**Run 1: signal wires on met2**

Drawn at 3 px/um.
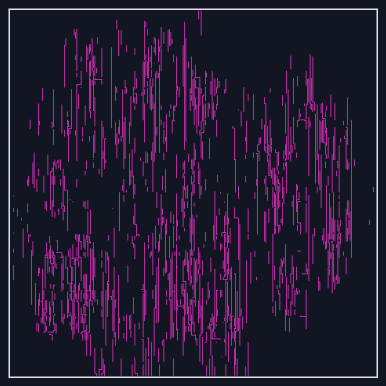
**Run 1: clock wiring as the flow saved it**

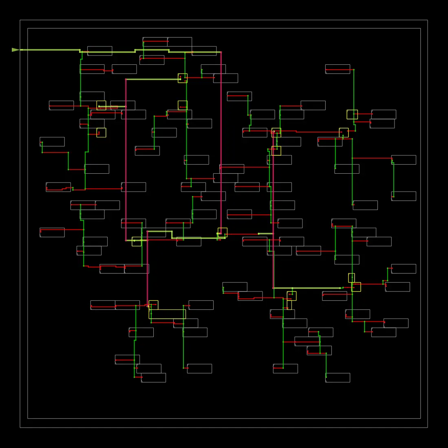
**Run 1: floorplan with the power grid**

Drawn at 3 px/um. Pins as bars on the die edge.
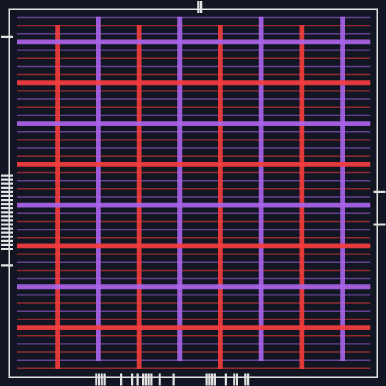
**Run 1: cell area per tile**

Drawn at 3 px/um. The die is cut into 12 by 12 equal tiles; black is low, pale yellow is high, 0 to 100% covered.
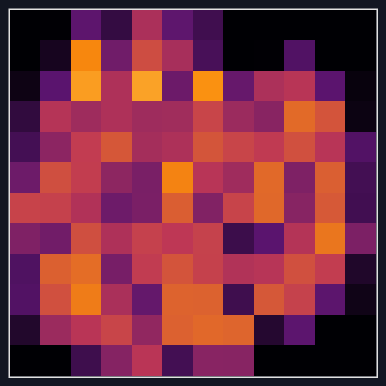
`src/rtl/watch_pkg.sv`:
```
// Purpose: shared types, field limits and field-edit helpers for the watch time-set path.
// Latency: n/a (types and pure functions only).
// Backpressure: n/a.
package watch_pkg;

    typedef enum logic [1:0] {
        RUN   = 2'd0,
        SET_H = 2'd1,
        SET_M = 2'd2,
        SET_S = 2'd3
    } state_t;

    localparam int FIELD_W = 6;
    localparam logic [FIELD_W-1:0] HORAS_MAX = 6'd23;
    localparam logic [FIELD_W-1:0] MIN_MAX   = 6'd59;

    // Bit positions inside blink_mask = {hours, minutes, seconds}.
    localparam int BM_H = 2;
    localparam int BM_M = 1;
    localparam int BM_S = 0;

    // Shadow time as one packed bundle.
    typedef struct packed {
        logic [FIELD_W-1:0] horas;
        logic [FIELD_W-1:0] minutos;
        logic [FIELD_W-1:0] segundos;
    } hms_t;

    // Out-of-range values (possible if Watch hands us garbage) fold back into range.
    function automatic logic [FIELD_W-1:0] inc_wrap(input logic [FIELD_W-1:0] v,
                                                    input logic [FIELD_W-1:0] max);
        return (v >= max) ? '0 : v + 1'b1;
    endfunction

    function automatic logic [FIELD_W-1:0] dec_wrap(input logic [FIELD_W-1:0] v,
                                                    input logic [FIELD_W-1:0] max);
        return (v == '0 || v > max) ? max : v - 1'b1;
    endfunction

    // blink_mask bit belonging to the field edited in a given state.
    function automatic logic [2:0] field_mask(input state_t s);
        logic [2:0] m;
        m = '0;
        case (s)
            SET_H:   m[BM_H] = 1'b1;
            SET_M:   m[BM_M] = 1'b1;
            SET_S:   m[BM_S] = 1'b1;
            default: m = '0;
        endcase
        return m;
    endfunction

endpackage

```
`src/rtl/btn_event.sv`:
```
// Purpose: rising-edge event from a debounced button level, with optional hold-to-repeat.
// Latency: evt is combinational in the cycle the 0->1 (or repeat point) is sampled.
// Backpressure: none; events are single-cycle pulses and are never queued.
// Ports: clk, rst (sync, active-high); level = button level in; evt = one-cycle event out.
module btn_event #(
    parameter bit          REPEAT_EN     = 1'b0,
    parameter int unsigned REPEAT_DELAY  = 50_000_000,
    parameter int unsigned REPEAT_PERIOD = 10_000_000
) (
    input  logic clk,
    input  logic rst,
    input  logic level,
    output logic evt
);

    logic        prev;
    logic        armed;   // set only by a genuine press, so a level held through reset never repeats
    logic        first;   // waiting for the initial REPEAT_DELAY rather than REPEAT_PERIOD
    logic [31:0] cnt;     // cycles held since the last event
    logic        press;
    logic        rpt;

    assign press = level & ~prev;
    assign rpt   = REPEAT_EN && armed && level && prev &&
                   (first ? (cnt == REPEAT_DELAY) : (cnt == REPEAT_PERIOD));
    assign evt   = press | rpt;

    always_ff @(posedge clk) begin
        if (rst) begin
            prev  <= 1'b1;
            armed <= 1'b0;
            first <= 1'b1;
            cnt   <= '0;
        end else begin
            prev <= level;
            if (!level) begin
                armed <= 1'b0;
            end else if (press) begin
                armed <= REPEAT_EN;
                first <= 1'b1;
                cnt   <= 32'd1;
            end else if (rpt) begin
                first <= 1'b0;
                cnt   <= 32'd1;
            end else if (armed) begin
                cnt   <= cnt + 32'd1;
            end
        end
    end

endmodule

```
`src/rtl/watch_set_controller.sv`:
```
// Purpose: button-driven time-set sequencer: capture Watch time, edit h/m/s, load it back.
// Latency: one clk from a sampled button event to the registered outputs; load is a 1-cycle strobe.
// Backpressure: none; Watch must accept load on the strobe cycle (load beats tick there).
// Ports: clk, rst (sync, active-high); btn_mode/btn_up/btn_down levels; horas/minutos/segundos_in
//        from Watch; load + *_load shadow values to Watch; run_en gates the 1 Hz tick;
//        blink_mask {h,m,s} and editing to HORA_DISPLAY.
// Build option: define AUTO_REPEAT_EN to make held up/down buttons auto-repeat.
module watch_set_controller
    import watch_pkg::*;
#(
    parameter int unsigned BLINK_HALF    = 50_000_000,
    parameter int unsigned IDLE_TIMEOUT  = 1_000_000_000,
    parameter int unsigned REPEAT_DELAY  = 50_000_000,
    parameter int unsigned REPEAT_PERIOD = 10_000_000
) (
    input  logic               clk,
    input  logic               rst,
    input  logic               btn_mode,
    input  logic               btn_up,
    input  logic               btn_down,
    input  logic [FIELD_W-1:0] horas_in,
    input  logic [FIELD_W-1:0] minutos_in,
    input  logic [FIELD_W-1:0] segundos_in,
    output logic               load,
    output logic [FIELD_W-1:0] horas_load,
    output logic [FIELD_W-1:0] minutos_load,
    output logic [FIELD_W-1:0] segundos_load,
    output logic               run_en,
    output logic [2:0]         blink_mask,
    output logic               editing
);

`ifdef AUTO_REPEAT_EN
    localparam bit UD_REPEAT = 1'b1;
`else
    localparam bit UD_REPEAT = 1'b0;
`endif

    state_t      state;
    hms_t        shadow;
    logic [31:0] blink_cnt;
    logic        blink_ph;
    logic [31:0] idle_cnt;

    logic ev_mode, ev_up, ev_down;
    logic edit_up, edit_dn;

    btn_event #(.REPEAT_EN(1'b0), .REPEAT_DELAY(REPEAT_DELAY), .REPEAT_PERIOD(REPEAT_PERIOD))
        u_mode (.clk(clk), .rst(rst), .level(btn_mode), .evt(ev_mode));
    btn_event #(.REPEAT_EN(UD_REPEAT), .REPEAT_DELAY(REPEAT_DELAY), .REPEAT_PERIOD(REPEAT_PERIOD))
        u_up   (.clk(clk), .rst(rst), .level(btn_up),   .evt(ev_up));
    btn_event #(.REPEAT_EN(UD_REPEAT), .REPEAT_DELAY(REPEAT_DELAY), .REPEAT_PERIOD(REPEAT_PERIOD))
        u_down (.clk(clk), .rst(rst), .level(btn_down), .evt(ev_down));

    // Up and down together cancel; mode priority is handled by branch order below.
    assign edit_up = ev_up & ~ev_down;
    assign edit_dn = ev_down & ~ev_up;

    assign horas_load    = shadow.horas;
    assign minutos_load  = shadow.minutos;
    assign segundos_load = shadow.segundos;

    always_ff @(posedge clk) begin
        if (rst) begin
            state      <= RUN;
            shadow     <= '0;
            load       <= 1'b0;
            run_en     <= 1'b1;
            editing    <= 1'b0;
            blink_mask <= 3'b000;
            blink_cnt  <= '0;
            blink_ph   <= 1'b0;
            idle_cnt   <= '0;
        end else begin
            load <= 1'b0;
            case (state)
                RUN: begin
                    idle_cnt   <= '0;
                    blink_cnt  <= '0;
                    blink_ph   <= 1'b0;
                    blink_mask <= 3'b000;
                    if (ev_mode) begin
                        state   <= SET_H;
                        shadow  <= '{horas: horas_in, minutos: minutos_in, segundos: segundos_in};
                        run_en  <= 1'b0;
                        editing <= 1'b1;
                    end
                end

                default: begin
                    if (ev_mode) begin
                        idle_cnt   <= '0;
                        blink_cnt  <= '0;
                        blink_ph   <= 1'b0;
                        blink_mask <= 3'b000;
                        case (state)
                            SET_H:   state <= SET_M;
                            SET_M:   state <= SET_S;
                            default: begin
                                state   <= RUN;
                                load    <= 1'b1;
                                run_en  <= 1'b1;
                                editing <= 1'b0;
                            end
                        endcase
                    end else if (ev_up || ev_down) begin
                        // Restart the blink so the freshly edited field is shown at once.
                        idle_cnt   <= '0;
                        blink_cnt  <= '0;
                        blink_ph   <= 1'b0;
                        blink_mask <= 3'b000;
                        case (state)
                            SET_H: begin
                                if (edit_up)      shadow.horas <= inc_wrap(shadow.horas, HORAS_MAX);
                                else if (edit_dn) shadow.horas <= dec_wrap(shadow.horas, HORAS_MAX);
                            end
                            SET_M: begin
                                if (edit_up)      shadow.minutos <= inc_wrap(shadow.minutos, MIN_MAX);
                                else if (edit_dn) shadow.minutos <= dec_wrap(shadow.minutos, MIN_MAX);
                            end
                            default: begin
                                if (edit_up || edit_dn) shadow.segundos <= '0;
                            end
                        endcase
                    end else if (idle_cnt == IDLE_TIMEOUT - 1) begin
                        // Abandon the edit: no load, Watch resumes from its own count.
                        state      <= RUN;
                        run_en     <= 1'b1;
                        editing    <= 1'b0;
                        idle_cnt   <= '0;
                        blink_cnt  <= '0;
                        blink_ph   <= 1'b0;
                        blink_mask <= 3'b000;
                    end else begin
                        idle_cnt <= idle_cnt + 32'd1;
                        if (blink_cnt == BLINK_HALF - 1) begin
                            blink_cnt  <= '0;
                            blink_ph   <= ~blink_ph;
                            blink_mask <= blink_ph ? 3'b000 : field_mask(state);
                        end else begin
                            blink_cnt <= blink_cnt + 32'd1;
                        end
                    end
                end
            endcase
        end
    end

endmodule
```
`config.mk`:
```
export PLATFORM = sky130hd
export DESIGN_NAME = watch_set_controller
export DESIGN_NICKNAME = d
export VERILOG_FILES = /design/src/rtl/watch_pkg.sv /design/src/rtl/btn_event.sv /design/src/rtl/watch_set_controller.sv
export SDC_FILE = /design/constraint.sdc
export NUM_CORES = 1
export LEC_CHECK = 0
export CAP_MARGIN = 20
export CORE_MARGIN = 2
export CORE_UTILIZATION = 35
export CTS_BUF_LIST = sky130_fd_sc_hd__clkbuf_4
export CTS_CLUSTER_DIAMETER = 50
export CTS_CLUSTER_SIZE = 8
export DETAILED_ROUTE_END_ITERATION = 12
export PLACE_DENSITY = 0.53
export SLEW_MARGIN = 10
export SYNTH_ARGS = -nofsm -noshare
export SYNTH_HDL_FRONTEND = slang
export SYNTH_SLANG_ARGS = --single-unit
```
`constraint.sdc`:
```
create_clock -name clk -period 5.1 [get_ports clk]
set_clock_uncertainty 0.05 [all_clocks]
set_input_delay 0.51 -clock clk [delete_from_list [all_inputs] [get_ports clk]]
set_output_delay 0.51 -clock clk [all_outputs]
set_load 0.03 [all_outputs]
```
==> metrics.yaml, run 1 <==
status: "completed"
whs_path_depth: 1
synth-compound-area-share_pct: 11.2
largest_class: "multi-input combinational cells"
edf_count: 0
layout_top_cells: "nor2_1 (94), dfxtp_1 (94), clkdlybuf4s50_1 (46), nand2_1 (44), xor2_1 (38)"
xor_area_share_pct: 10.8
clock_path_buffers: 2
n_antenna_cell: 1
rr_worst_depth: 7
post_cts_resized: 0
end_kind: "flop"
crit_buf_inv: 2
cp.arrival_ns: 3.58
holdPathEnd: "idle_cnt[0]"
numSynthFlops: 94
ys_sh_mux_pct: 0.230
nets: 656
max_stage_delay_ns: 0.85
wl_per_cell_um: 14.0
cp-start-kind: "primary input"
detail_route.wirelength_um: 11200
firstDrtPassIters: 4
nonClkBufAreaFrac_pct: 8.73
cts_hold_buf: 0
ys_seq_share_pct: 38.5
ys_top_cells_by_count: "dfxtp_1 (94), nor2_1 (94), nand2_1 (44)"
nClkBuffers: 12
htree_levels: 3
io_pins: 47
sh_seq_area_pct: 33.5
drc: 0
endpoint: "minutos_load[4]"
syn_nets: 624
postRouteAntennaNets: 0
cellPowerDensity_nw_per_um2: 231
yosysTopAreaCell: "dfxtp_1"
path_clk_slew_ns: 0.13
comb_cells: 443
num-nonclk-inverters: 21
ys_sh_adder_pct: 3.58
numPortBuffers: 46
dp.cells: 788
drive_gt1_share_pct: 5.93
top_cell_area_share_pct: 38.5
worst_path_max_delay_cell: "ha_1"
grt_pass1_vias: 4024
fin_hold_ws_ns: 0.425
yosys-stat-cells: 587
topCellsByArea: "dfxtp_1 (39%), nor2_1 (7.2%), xor2_1 (6.8%), xnor2_1 (3.9%), nand3_1 (3.7%)"
critPathTopFamily: "simple AND/OR/NAND/NOR gates"
maxSlewHeadroom_pct: 29.4
top_regs: "blink_cnt: 32 flops, idle_cnt: 32 flops"
rr_endpoint: "minutos_load[4]"
total_power_uw: 1300
criticalPathCategory: "primary input to flop"
logic_area_um2: 2800
fin_cells: 805
grt_setup_unrepaired: "no"
hold_path_startpoint: "idle_cnt[0]"
hold_viol: 0
seq_area_um2: 1880
r2r_setup_slack_ns: 1.94
post_cts.repair.setup_buffers: 0
synth_cells: 587
path_cells: "clkdlybuf4s50_1, nand2b_1, inv_1, ha_1, nor2_1, nor4_1, a21oi_1, or3b_1, a21oi_1"
hp-class: "flop to flop"
synth-main-ff-cell: "dfxtp_1"
ys_async_sr_fraction_pct: 0
grt_max_degree: 34
yosysChipArea_um2: 4890
area_growth_pct: 15.0
gp_congestion: 0.828
simple_gate_share_pct: 31.6
syn_avg_cell_area_um2: 8.33
chipArea_um2: 14900
grt_pass1_wl_um: 19300
maxCapViolCount: 0
cts-root-buf: "clkbuf_4"
via_count: 4174
tool_warnings: 34
clock.fmax_mhz: 308
syn_area_um2: 4890
vias_per_cell: 5.19
cp-startpoint: "btn_up"
clkCellAreaFrac_pct: 2.45
cp_num_cells: 9
required_ns: 5.44
r2r-start: "state[0]"
tapCellCount: 180
synth.distinct_cells: 59
period_minus_slack_ns: 3.25
cts_tree: "built"
worst_slew_pin_slew_ns: 1.06
antenna_found_initial: 1
row_count: 43
logic_family: "simple AND/OR/NAND/NOR gates"
slew_violations: 0
cpMostUsedCell: "a21oi_1"
dpl.hpwl_um: 7830
worstPathMaxFanout: 31
drt_iter0_drc: 234
n_all_buffers: 50
fill_cells: 1442
fin_crit_sh_pct: 63.6
leakagePower_uw: 0.00190
comb_area_share_pct: 49.9
yosysWarnings: 0
fin_setup_tns_ns: 0
setup_violations: 0
grt_util_all_layers_pct: 16.1
grt_overflow: 0
Back to the opening pictures, 'signal wires on met2':
- main direction: vertical
- longest straight run: 45.9 um

Back to the opening pictures, 'clock wiring as the flow saved it':
total clock sinks: 94
CTS buffer count: 9
flop count: 94
clk ins delay skew pair: 0.46 ns

Back to the opening pictures, 'floorplan with the power grid':
- VSS: red
- VDD: purple
- rows: 43
- signal pins: 47
die width: 122 um
core area: 13800 um^2
vertical die size: 122 um
Max VDD drop: 0.122 mV

Back to the opening pictures, 'cell area per tile':
- fullest tile: 80%
- tiles over 75% full: 2.1%
- nearly empty tiles: 14%
- mean over tiles: 36%
floorplan utilization: 35.5%
final core utilization: 40.8%

-- run 1: stage by stage --
step / setup slack [ns] / area [um^2]
finish: 1.85 / 5620
global route: 1.53 / 5620
CTS: 1.90 / 5620
detailed placement: 1.40 / 5480
global placement: 1.50 / 5480
floorplan: 2.88 / 4890
-- run 1: metal layers --
metal  up-vias  global-route usage [%]  share of wire [%]
li1       2138                       -                  -
met1      1951                    21.1                 48
met2        68                    25.3                 46
met3        17                    3.98                3.7
met4         0                    6.54                2.1
met5         -                       0                  0
-- run 1: report_power, final --
| group | total, uW | switching (uW) | internal (uW) |
|---|---|---|---|
| registers | 758 | 14.5 | 743 |
| clock network | 411 | 246 | 165 |
| logic | 127 | 70.3 | 57.0 |
| total | 1300 | 330 | 966 |
==> run 2: changes to the inputs <==
Settings changed: PLACE_DENSITY 0.53 to 0.55.
Clock period 5.1 ns to 2.75 ns, I/O delays scaled along.
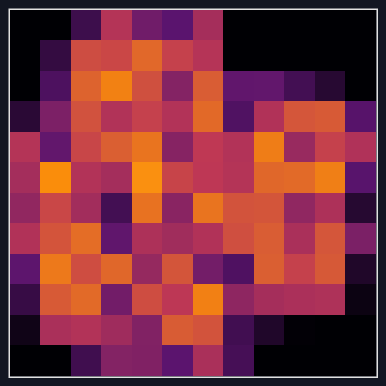
**Above:** run 2 (cell area per tile).
Drawn at 3 px/um. The die is cut into 12 by 12 equal tiles; black is low, pale yellow is high, 0 to 100% covered.
final core utilization: 41.8%

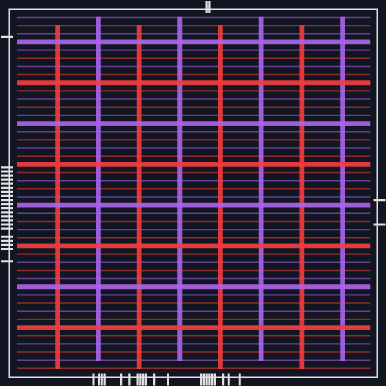
**Above:** run 2 (floorplan with the power grid).
Drawn at 3 px/um. Pins as bars on the die edge.
- VDD: purple
- VSS: red
- met1 rails: 44
- rows: 43
- met5 straps: 8
- signal pins: 47

==> metrics.yaml, run 2 <==
num-nonclk-inverters: 21  # unchanged
grt_max_degree: 34  # unchanged
drive_gt1_share_pct: 7.41  # was 5.93%
syn_avg_cell_area_um2: 8.33  # unchanged
numSynthFlops: 94  # unchanged
layout_top_cells: "nor2_1 (94), dfxtp_1 (94), clkdlybuf4s50_1 (46), nand2_1 (44), xor2_1 (38)"  # unchanged
yosysTopAreaCell: "dfxtp_1"  # unchanged
ys_sh_mux_pct: 0.230  # unchanged
path_cells: "clkdlybuf4s50_1"  # was clkdlybuf4s50_1, nand2b_1, inv_1, ha_1, nor2_1, nor4_1, a21oi_1, or3b_1, a21oi_1
yosysWarnings: 0  # unchanged
top_regs: "blink_cnt: 32 flops, idle_cnt: 32 flops"  # unchanged
power.switching_uw: 632  # was 330 uW
nClkBuffers: 9  # was 12
htree_levels: 3  # unchanged
clk-power_uw: 1020  # was 411 uW
p_int_uw: 2040  # was 966 uW
numPortBuffers: 46  # unchanged
fill_cells: 1431  # was 1442
swShare_pct: 23.7  # was 25.5%
drc: 0  # unchanged
criticalPathCategory: "flop to primary output"  # was primary input to flop
comb_power_uw: 243  # was 127 uW
sh_seq_area_pct: 32.7  # was 33.5%
largest_class: "multi-input combinational cells"  # unchanged
edf_count: 0  # unchanged
antenna_found_initial: 0  # was 1
clock.latency.late_pin_ns: 0.47  # was 0.46 ns
ys_top_cells_by_count: "dfxtp_1 (94), nor2_1 (94), nand2_1 (44)"  # unchanged
n_antenna_cell: 0  # was 1
die_w_um: 122  # unchanged
clkPwrFrac_pct: 38.2  # was 31.7%
period_minus_slack_ns: 2.30
tapCellCount: 180  # unchanged
via_count: 4223  # was 4174
top_cell_area_share_pct: 38.5  # unchanged
yosys-stat-cells: 587  # unchanged
critPathTopFamily: "buffers and inverters"  # was simple AND/OR/NAND/NOR gates
maxCapViolCount: 0  # unchanged
drt_iter0_drc: 249  # was 234
io_pins: 47  # unchanged
synth.distinct_cells: 59  # unchanged
fin_hold_ws_ns: 0.339  # was 0.425 ns
place_ws_ns: 0.220  # was 1.40 ns
required_ns: 2.42  # was 5.44 ns
setup_violations: 0  # unchanged
yosysChipArea_um2: 4890  # unchanged
firstDrtPassIters: 5  # was 4
grt_setup_unrepaired: "no"  # unchanged
fin_setup_tns_ns: 0  # unchanged
ys_seq_share_pct: 38.5  # unchanged
worst_path_max_delay_cell: "clkdlybuf4s50_1"  # was ha_1
fin_cells: 814  # was 805
maxSlewHeadroom_pct: 52.2  # was 29.4%
clock.fmax_mhz: 435
cts_hold_buf: 0  # unchanged
final_area_um2: 5760  # was 5620 um^2
max_stage_delay_ns: 0.79  # was 0.85 ns
postRouteAntennaNets: 0  # unchanged
numCtsBuffers: 9  # unchanged
detail_route.wirelength_um: 11100  # was 11200 um
post_cts.repair.setup_buffers: 0  # unchanged
logic_family: "simple AND/OR/NAND/NOR gates"  # unchanged
clock_path_buffers: 2  # unchanged
fp.dieH_um: 122  # unchanged
synth_cells: 587  # unchanged
row_count: 43  # unchanged
syn_area_um2: 4890  # unchanged
post_cts_resized: 0  # unchanged
dp.cells: 798  # was 788
dpl.hpwl_um: 7890  # was 7830 um
chipArea_um2: 14900  # unchanged
comb_area_share_pct: 48.7  # was 49.9%
total_power_uw: 2670  # was 1300 uW
synth-main-ff-cell: "dfxtp_1"  # unchanged
worstPathMaxFanout: 18  # was 31
max-vdd-ir-drop_mv: 0.249  # was 0.122 mV
dpl_cell_area_um2: 5560  # was 5480 um^2
p_seq_uw: 1410  # was 758 uW
cts-root-buf: "clkbuf_4"  # unchanged
cp-start-kind: "flop"  # was primary input
grt_util_all_layers_pct: 15.6  # was 16.1%
hold_viol: 0  # unchanged
cp.arrival_ns: 1.97  # was 3.58 ns
fin_ws_ns: 0.451  # was 1.85 ns
leakagePower_uw: 0.00197  # was 0.00190 uW
comb_cells: 443  # unchanged
path_clk_slew_ns: 0.15  # was 0.13 ns
tool_warnings: 34  # unchanged
fp_util_pct: 35.5  # unchanged
wl_per_cell_um: 13.6  # was 14.0 um
syn_nets: 624  # unchanged
grt_overflow: 0  # unchanged
n_all_buffers: 60  # was 50
hp-class: "primary input to flop"  # was flop to flop
clkSinkCount: 94  # unchanged
r2r_setup_slack_ns: 0.53  # was 1.94 ns
logic_area_um2: 2800  # unchanged
seq_cells: 94  # unchanged
simple_gate_share_pct: 31.6  # unchanged
topCellsByArea: "dfxtp_1 (39%), nor2_1 (7.2%), xor2_1 (6.8%), xnor2_1 (3.9%), nand3_1 (3.7%)"  # unchanged
sequentialPowerShare_pct: 52.7  # was 58.5%
nets: 666  # was 656
gp_congestion: 0.854  # was 0.828
crit_buf_inv: 1  # was 2
status: "completed"  # unchanged
nonClkBufAreaFrac_pct: 9.82  # was 8.73%
slew_violations: 0  # unchanged
fin_crit_sh_pct: 83.6
xor_area_share_pct: 10.8  # unchanged
vias_per_cell: 5.19  # about the same
seq_area_um2: 1880  # unchanged
power_leader: "registers"  # unchanged
core-area_um2: 13800  # unchanged
combPwrFrac_pct: 9.1  # was 9.8%
clkCellAreaFrac_pct: 3.54  # was 2.45%
cts_tree: "built"  # unchanged
worst_slew_pin_slew_ns: 0.708  # was 1.06 ns
area_growth_pct: 17.8  # was 15.0%
cellPowerDensity_nw_per_um2: 463  # was 231 nW/um^2
ys_sh_adder_pct: 3.58  # unchanged
end_kind: "primary output"  # was flop
grt_pass1_wl_um: 18700  # was 19300 um
synth-compound-area-share_pct: 11.2  # unchanged
ys_async_sr_fraction_pct: 0  # unchanged
grt_pass1_vias: 3909  # was 4024
-- run 2: final timing paths --
| path | startpoint | end | cells past startpoint |
|---|---|---|---|
| worst max register to register | minutos_load[0] | minutos_load[4] | 7 |
| worst min-delay path | horas_in[4] | horas_load[4] | 3 |
| worst min register to register | blink_mask[2] | blink_mask[2] | 2 |
| worst max-delay path | minutos_load[2] | minutos_load[2] | 1 |
-- run 2: per-layer routing --
| metal | vias up | routed length [um] | GRT usage (%) | part of all wire, % |
|---|---|---|---|---|
| li1 | 2149 | - | - | - |
| met1 | 1991 | 5330 | 20.7 | 48 |
| met2 | 73 | 5140 | 24.6 | 46 |
| met3 | 10 | 488 | 4.45 | 4.4 |
| met4 | 0 | 129 | 4.31 | 1.2 |
| met5 | - | 0 | 0 | 0 |
==> run 3: changes to the inputs <==
Settings changed: PLACE_DENSITY 0.55 to 0.53.
Clock period 2.75 ns to 2.3 ns, I/O delays scaled along.
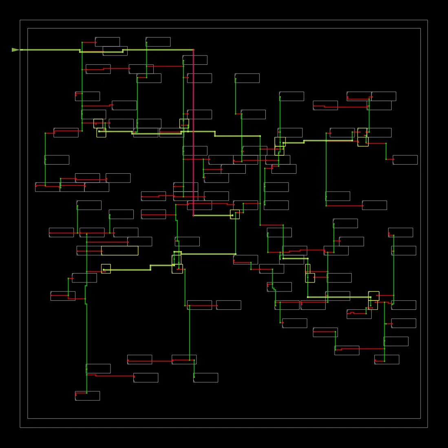
**Above:** run 3 (clock wiring as the flow saved it).
Layout clock buffers: 10
Clock group: 940 uW

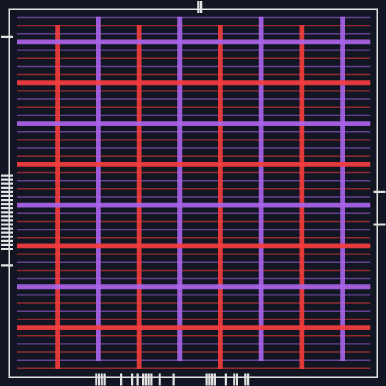
**Above:** run 3 (floorplan with the power grid).
Drawn at 3 px/um. Pins as bars on the die edge.
- VDD: purple
- VSS: red
- signal pins: 47
- met4 straps: 8

==> metrics.yaml, run 3 <==
total_power_uw: 2940  # was 2670 uW
clock_path_buffers: 2  # unchanged
dpl.hpwl_um: 8270  # was 7890 um
postRouteAntennaNets: 0  # unchanged
drc: 0  # unchanged
via_count: 4261  # was 4223
r2r_setup_slack_ns: 0.18  # was 0.53 ns
clock.fmax_mhz: 464
cp-start-kind: "flop"  # unchanged
gp_congestion: 0.853  # was 0.854
endpoint: "minutos_load[3]"  # was minutos_load[2]
r2r-start: "u_up.prev"  # was minutos_load[0]
busiest_layer: "met2"  # unchanged
fp_util_pct: 35.5  # unchanged
post_cts.repair.setup_buffers: 0  # unchanged
whs_path_depth: 2  # was 3
met3_usage_pct: 5.01  # was 4.45%
logic_family: "simple AND/OR/NAND/NOR gates"  # unchanged
worst_path_max_delay_cell: "clkdlybuf4s50_1"  # unchanged
yosysWarnings: 0  # unchanged
wl_per_cell_um: 13.6  # about the same
topCellsByArea: "dfxtp_1 (39%), nor2_1 (7.2%), xor2_1 (6.8%), xnor2_1 (3.9%), nand3_1 (3.7%)"  # unchanged
top_regs: "blink_cnt: 32 flops, idle_cnt: 32 flops"  # unchanged
wl_met2_um: 5430  # was 5140 um
max-vdd-ir-drop_mv: 0.214  # was 0.249 mV
grt_max_degree: 34  # unchanged
grt_util_all_layers_pct: 16.4  # was 15.6%
cp.arrival_ns: 1.87  # was 1.97 ns
criticalPathCategory: "flop to primary output"  # unchanged
hp-class: "primary input to flop"  # unchanged
syn_nets: 624  # unchanged
yosys-stat-cells: 587  # unchanged
rr_worst_depth: 8  # was 7
max_stage_delay_ns: 0.68  # was 0.79 ns
cp_num_cells: 2  # was 1
clkSinkCount: 94  # unchanged
clock.latency.late_pin_ns: 0.46  # was 0.47 ns
place_ws_ns: -0.161  # was 0.220 ns
cellPowerDensity_nw_per_um2: 498  # was 463 nW/um^2
status: "completed"  # unchanged
worst_slew_pin_slew_ns: 0.500  # was 0.708 ns
top_cell_area_share_pct: 38.5  # unchanged
gr-usage-met1_pct: 21.4  # was 20.7%
final_core_util_pct: 42.9  # was 41.8%
row_count: 43  # unchanged
fin_hold_ws_ns: 0.310  # was 0.339 ns
final_area_um2: 5900  # was 5760 um^2
ys_async_sr_fraction_pct: 0  # unchanged
synth-main-ff-cell: "dfxtp_1"  # unchanged
syn_avg_cell_area_um2: 8.33  # unchanged
antenna_found_initial: 0  # unchanged
grt_pass1_vias: 4189  # was 3909
cts_tree: "built"  # unchanged
grt_setup_unrepaired: "no"  # unchanged
vias_per_cell: 5.09  # was 5.19
yosysChipArea_um2: 4890  # unchanged
simple_gate_share_pct: 31.6  # unchanged
end_kind: "primary output"  # unchanged
grt_use_met2_pct: 26.6  # was 24.6%
n_antenna_cell: 0  # unchanged
core-area_um2: 13800  # unchanged
xor_area_share_pct: 10.8  # unchanged
numPortBuffers: 46  # unchanged
==> run 3: cell types whose count changed in the layout (fill, tap and decap cells not counted), sizes merged <==
| cell | before | now |
|---|---|---|
| bufinv | 4 | 1 |
| buf | 14 | 37 |
| inv | 20 | 23 |
| clkinvlp | 1 | 0 |
| clkbuf | 9 | 10 |
==> run 3: cell type report <==
| class | count | area, um^2 |
|---|---|---|
| clock buffer | 10 | 75.1 |
| sequential | 94 | 1880 |
| multi-input combinational | 443 | 2810 |
| fill | 1442 | 7870 |
| clock inverter | 6 | 68.8 |
| inverter | 21 | 78.8 |
| timing repair buffer | 83 | 763 |
| tap | 180 | 225 |
==> run 3: power by group <==
part	leakage (uW)	internal, uW	switching, uW
combinational	0.00123	154	168
clock	0.0000794	354	586
sequential	0.000760	1650	25.5

## Gallery

Sequential cells colored by netlist name.
Drawn at 3 px/um. Other sequential cells in the stronger gray, the rest of the logic in the fainter gray.
picture 1
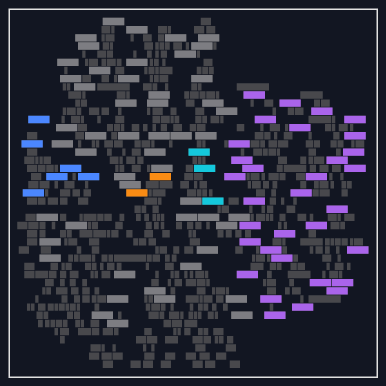
picture 2
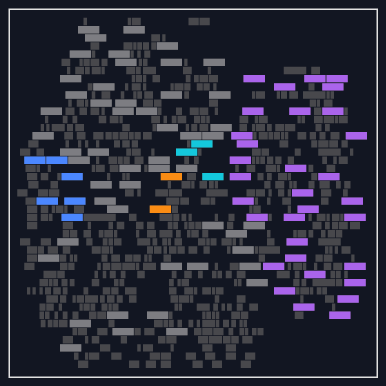
picture 3
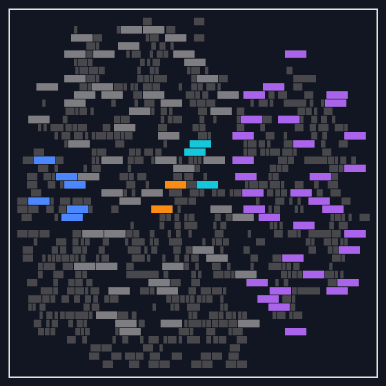
- run 2 = picture 1
- run 1 = picture 3
- run 3 = picture 2

Key to picture 3:
- blink_mask: cyan (flops 3)
- idle_cnt: purple (flops 32)
- segundos_load: blue (flops 6; where middle left)
- state: orange (flops 2)
- not colored: 51

No activity file was given, so power comes from the tool's default toggle rates.
